--- config.mk ---
export PLATFORM = sky130hd
export DESIGN_NAME = class_arbiter
export DESIGN_NICKNAME = d
export VERILOG_FILES = /design/src/rtl/class_arbiter.sv
export SDC_FILE = /design/constraint.sdc
export NUM_CORES = 1
export LEC_CHECK = 0
export ABC_AREA = 1
export ABC_CLOCK_PERIOD_IN_PS = 2300
export CAP_MARGIN = 20
export CORE_ASPECT_RATIO = 0.75
export CORE_MARGIN = 8
export CORE_UTILIZATION = 35
export DETAILED_ROUTE_END_ITERATION = 8
export PLACE_DENSITY = 0.6
export REMOVE_ABC_BUFFERS = 1
export SLEW_MARGIN = 10
export SYNTH_ARGS = -nofsm -noshare
export SYNTH_HDL_FRONTEND = slang
export SYNTH_SLANG_ARGS = --single-unit
--- constraint.sdc ---
create_clock -name clk -period 2.3 [get_ports clk]
set_clock_uncertainty 0.2 [all_clocks]
set_input_delay 0.69 -clock clk [delete_from_list [all_inputs] [get_ports clk]]
set_output_delay 0.69 -clock clk [all_outputs]
set_load 0.05 [all_outputs]
--- src/rtl/class_arbiter.sv ---
// Two-class weighted round-robin arbiter: pops two FIFOs by per-class credit
// and forwards each popped word with a two-cycle read-to-valid latency.
module class_arbiter #(
  parameter int DATA_SIZE = 10,
  parameter int WEIGHT0   = 3,
  parameter int WEIGHT1   = 1
) (
  input  logic                 clk,
  input  logic                 reset,
  input  logic [DATA_SIZE-1:0] fifo0_data,
  input  logic                 fifo0_empty,
  input  logic [DATA_SIZE-1:0] fifo1_data,
  input  logic                 fifo1_empty,
  input  logic                 dest_pause,
  output logic                 read0,
  output logic                 read1,
  output logic [DATA_SIZE-1:0] data_out,
  output logic                 valid_out,
  output logic                 class_out,
  output logic [7:0]           cnt0,
  output logic [7:0]           cnt1
);

  typedef enum logic [1:0] {IDLE, SERVE0, SERVE1} state_t;

  localparam logic [3:0] W0 = 4'(WEIGHT0);
  localparam logic [3:0] W1 = 4'(WEIGHT1);

  state_t     state, state_nxt;
  logic [3:0] credit, credit_nxt;
  logic       last, last_nxt;
  logic       rd_vld, rd_cls;

  // NOTE: every variable gets a default before the case so no path leaves it
  // unassigned; otherwise synthesis infers a latch.
  always_comb begin
    read0      = (state == SERVE0) && !fifo0_empty && !dest_pause;
    read1      = (state == SERVE1) && !fifo1_empty && !dest_pause;
    state_nxt  = state;
    credit_nxt = credit;
    last_nxt   = last;

    if (!dest_pause) begin
      case (state)
        IDLE: begin
          if (!fifo0_empty || !fifo1_empty) begin
            // Prefer the class opposite the last one served.
            if (fifo1_empty || (!fifo0_empty && last)) begin
              state_nxt  = SERVE0;
              credit_nxt = W0;
            end else begin
              state_nxt  = SERVE1;
              credit_nxt = W1;
            end
          end
        end
        SERVE0: begin
          if (read0) begin
            last_nxt = 1'b0;
            if (credit == 4'd1) begin
              if (!fifo1_empty) begin
                state_nxt  = SERVE1;
                credit_nxt = W1;
              end else begin
                credit_nxt = W0;
              end
            end else begin
              credit_nxt = credit - 4'd1;
            end
          end else if (!fifo1_empty) begin
            state_nxt  = SERVE1;
            credit_nxt = W1;
          end else begin
            state_nxt = IDLE;
          end
        end
        SERVE1: begin
          if (read1) begin
            last_nxt = 1'b1;
            if (credit == 4'd1) begin
              if (!fifo0_empty) begin
                state_nxt  = SERVE0;
                credit_nxt = W0;
              end else begin
                credit_nxt = W1;
              end
            end else begin
              credit_nxt = credit - 4'd1;
            end
          end else if (!fifo0_empty) begin
            state_nxt  = SERVE0;
            credit_nxt = W0;
          end else begin
            state_nxt = IDLE;
          end
        end
        default: state_nxt = IDLE;
      endcase
    end
  end

  // NOTE: sequential state uses non-blocking assignments so every register
  // samples pre-edge values regardless of statement order.
  always_ff @(posedge clk or negedge reset) begin
    if (!reset) begin
      state  <= IDLE;
      credit <= 4'd0;
      last   <= 1'b1;
    end else begin
      state  <= state_nxt;
      credit <= credit_nxt;
      last   <= last_nxt;
    end
  end

  // The popped word appears on the FIFO bus one cycle after the read strobe.
  always_ff @(posedge clk or negedge reset) begin
    if (!reset) begin
      rd_vld    <= 1'b0;
      rd_cls    <= 1'b0;
      data_out  <= '0;
      valid_out <= 1'b0;
      class_out <= 1'b0;
      cnt0      <= 8'd0;
      cnt1      <= 8'd0;
    end else begin
      rd_vld    <= read0 | read1;
      rd_cls    <= read1;
      valid_out <= rd_vld;
      if (rd_vld) begin
        data_out  <= rd_cls ? fifo1_data : fifo0_data;
        class_out <= rd_cls;
        if (rd_cls) cnt1 <= cnt1 + 8'd1;
        else        cnt0 <= cnt0 + 8'd1;
      end
    end
  end

endmodule

Figure 1. Congestion heat map.
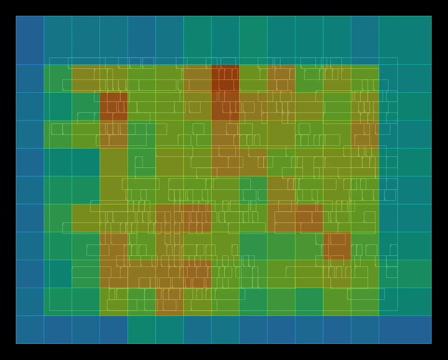
gr busiest metal: met2
Post-Route Utilization: 50.4%
met3 GRT Util: 3.42%

Figure 2. Wires at chosen ports, followed through buffers.
Scale bar: 20 µm.
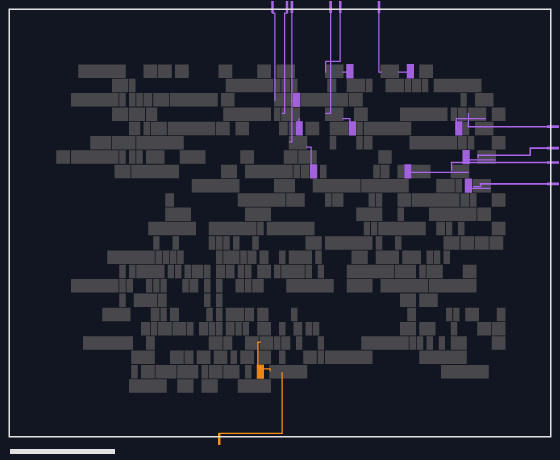
Key: purple = fifo1_data [bits 10, direction input, end cells 10, buffers 10, wire 222 µm]; orange = read0 [bits 1, direction output, end cells 1, buffers 1, wire 31.9 µm]

==> notes.md <==
run results: I/O Buffers roughly 54, final hold violations 0, Yosys chip area 1970 µm², endpoint class of the critical path output port, Slew Limit Fails 0, PD cells 1090 nW/µm², Post-synth seq share 47.0%, worst path required time 1.41 ns, FP Core Util a little over a third, maximum fanout along the worst path 3, antenna cells 0, leakage power 1.40 nW, CTS tree yes, initial antenna violation count 0, Mean Syn Cell Area approximately 8.4 µm², total CTS buffers 5, Die H between 80 and 90 µm, Avg WL per Cell roughly 12 µm, WP data arrival about 1.4 ns, fin crit share a little over nine tenths, Tmin final around 2.2 ns, final worst-path setup slack 0.0583 ns, CP Launch Type input pin, Post-DRT Antenna Nets 0, die width 103 µm, Least-Margin Pin Slew about 0.47 ns, Pre-antenna DRT Iters 4, grt ovf 0, core area 5380 µm², Synth flops 37, GPL Wtd Cong 0.835, Total Wirelength about 4.7 mm, Yosys Instances 236, # nets final between 300 and 400, Unique masters post-synth 27, Initial DRC Count 65, synth warn 0, outcome complete, no violations, Slew headroom between 60 and 70%, CTS sink cnt 37, vias in the first global route 1497, TNS Setup 0 ns, Place WS -0.203 ns, Min-Delay Path Class reg -> reg, Max-Cap Viols 0, Max clock buf depth 2, DR vias 1657, Post-Syn Area 1970 µm², most used logic cell in the final layout nand2_1, die area about 8300 µm², global-route wire length before repair 7.33 mm, detailed placement HPWL approximately 3.6 mm, highest clock rate 446 MHz, Top cells excl fill/tap 77 x nand2_1, 41 x buf_4, 36 x dfrtp_1, 22 x inv_1, 21 x nand3_1, Syn Inst Count between 200 and 250, Clock Latency Late Sink 0.27 ns, DRC violations left 0, number of vias per cell 4.35, Synth area leader dfrtp_1, Synth area leaders dfrtp_1 46%, nand2_1 15%, nand3_1 5.3%, ha_1 5.1%, inv_1 4.4%, CTS Root Cell clkbuf_8, worst vdd ir slightly above 0.0006 V, Post-CTS Hold Buffers 0
Figure 3. The metal 1 layer.
Scale bar: 20 µm.
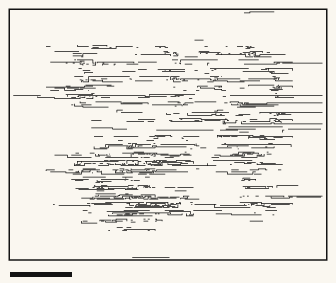
The longest straight run is 29.9 µm. The wires run mostly horizontal. 307 nets have wire on it.

==> per-stage QoR <==
| step | cell area [µm²] | cells | hold WS (ns) | total power [mW] |
|---|---|---|---|---|
| 2_1_floorplan | 1960 | 233 | 0.194 | 2.04 |
| 5_1_grt | 2710 | 381 | 0.261 | 3.16 |
| 6_report | 2710 | 381 | 0.245 | 2.95 |
| 4_1_cts | 2710 | 381 | 0.250 | 2.99 |
| 3_5_place_dp | 2640 | 375 | 0.233 | 2.57 |
| 3_3_place_gp | 2640 | 375 | 0.234 | 2.56 |
==> sequential cells by signal (all words and copies together) (netlist names) <==
signal / cells
cnt0: 8
rd_vld: 1
credit: 4
class_out: 1
rd_cls: 1
state: 2
valid_out: 1
data_out: 10
last: 1
cnt1: 8
==> cell type report <==
type                    count  area (µm²)
clock inverters             1        5.00
repair buffers             67         579
multi-input cells         167         927
clock buffers               5        68.8
flip-flops and latches     37         927
well taps                  75        93.8
inverters                  29         109
fillers                   509        2670
==> report_power, final <==
group	switching (mW)	leakage, nW	total, mW	internal (mW)
registers	0.144	0.481	0.981	0.838
clock network	0.206	0.0399	0.405	0.199
logic	1.03	0.874	1.57	0.540
==> worst paths after layout <==
path	startpoint	to	slack (ns)	cells past startpoint
max in group asynchronous	reset	last	1.29	2
setup / recovery	dest_pause	read1	0.06	5
hold / removal	rd_vld	valid_out	0.24	0
hold reg to reg	rd_vld	valid_out	0.24	0
setup reg to reg	state[1]	credit[0]	0.54	9
min in group asynchronous	reset	cnt1[2]	0.26	2
==> Yosys cell counts <==
| library cell | instances |
|---|---|
| nand4_1 | 2 |
| a21oi_1 | 4 |
| dfrtp_1 | 36 |
| nor2_2 | 1 |
| nand3_1 | 21 |
| mux2_2 | 1 |
| inv_1 | 23 |
| clkbuf_1 | 1 |
| xor2_1 | 9 |
| nand3b_1 | 1 |
| o21a_1 | 1 |
| xnor2_1 | 7 |
| nor3_1 | 3 |
| ha_1 | 8 |
| buf_2 | 2 |
| inv_2 | 6 |
| nand3_2 | 3 |
| dfstp_2 | 1 |
| nor3_2 | 1 |
| nand2_1 | 77 |
| nand3_4 | 1 |
| o211ai_1 | 2 |
| nor2_1 | 15 |
| nand2_4 | 1 |
| nor2_4 | 3 |
| nand2_2 | 3 |
| o21ai_0 | 3 |
==> what timing repair did <==
| item | 4_1_cts | 5_1_grt |
|---|---|---|
| gates resized | 3 | 3 |
| gates cloned | 0 | 0 |
| pin swaps | 1 | 1 |
| endpoints found under the setup margin | 2 | 2 |
| buffers inserted | 0 | 0 |
==> metal layers <==
layer / track usage (%) / part of all wire [%]
met1: 15.5 / 50
met2: 16.5 / 44
met3: 3.42 / 5.7
met4: 3.07 / 0.67
met5: 0 / 0
==> critical path, stage by stage <==
cell and delay (ns):
dlygate4sd2_1 0.28, nor2_4 0.12, nand2_4 0.05, inv_2 0.07, buf_12 0.13
==> logic make-up after synthesis <==
logic type | Yosys count | synth area share (%)
AND/OR/NAND/NOR | 132 | 31.1
flip-flops | 37 | 47.0
buffers and inverters | 32 | 6.22
XOR/XNOR | 16 | 7.11
AND-OR/OR-AND | 10 | 2.92
adder cells (fa/ha/maj) | 8 | 5.08
multiplexers | 1 | 0.571
Power and IR drop assume default switching activity.
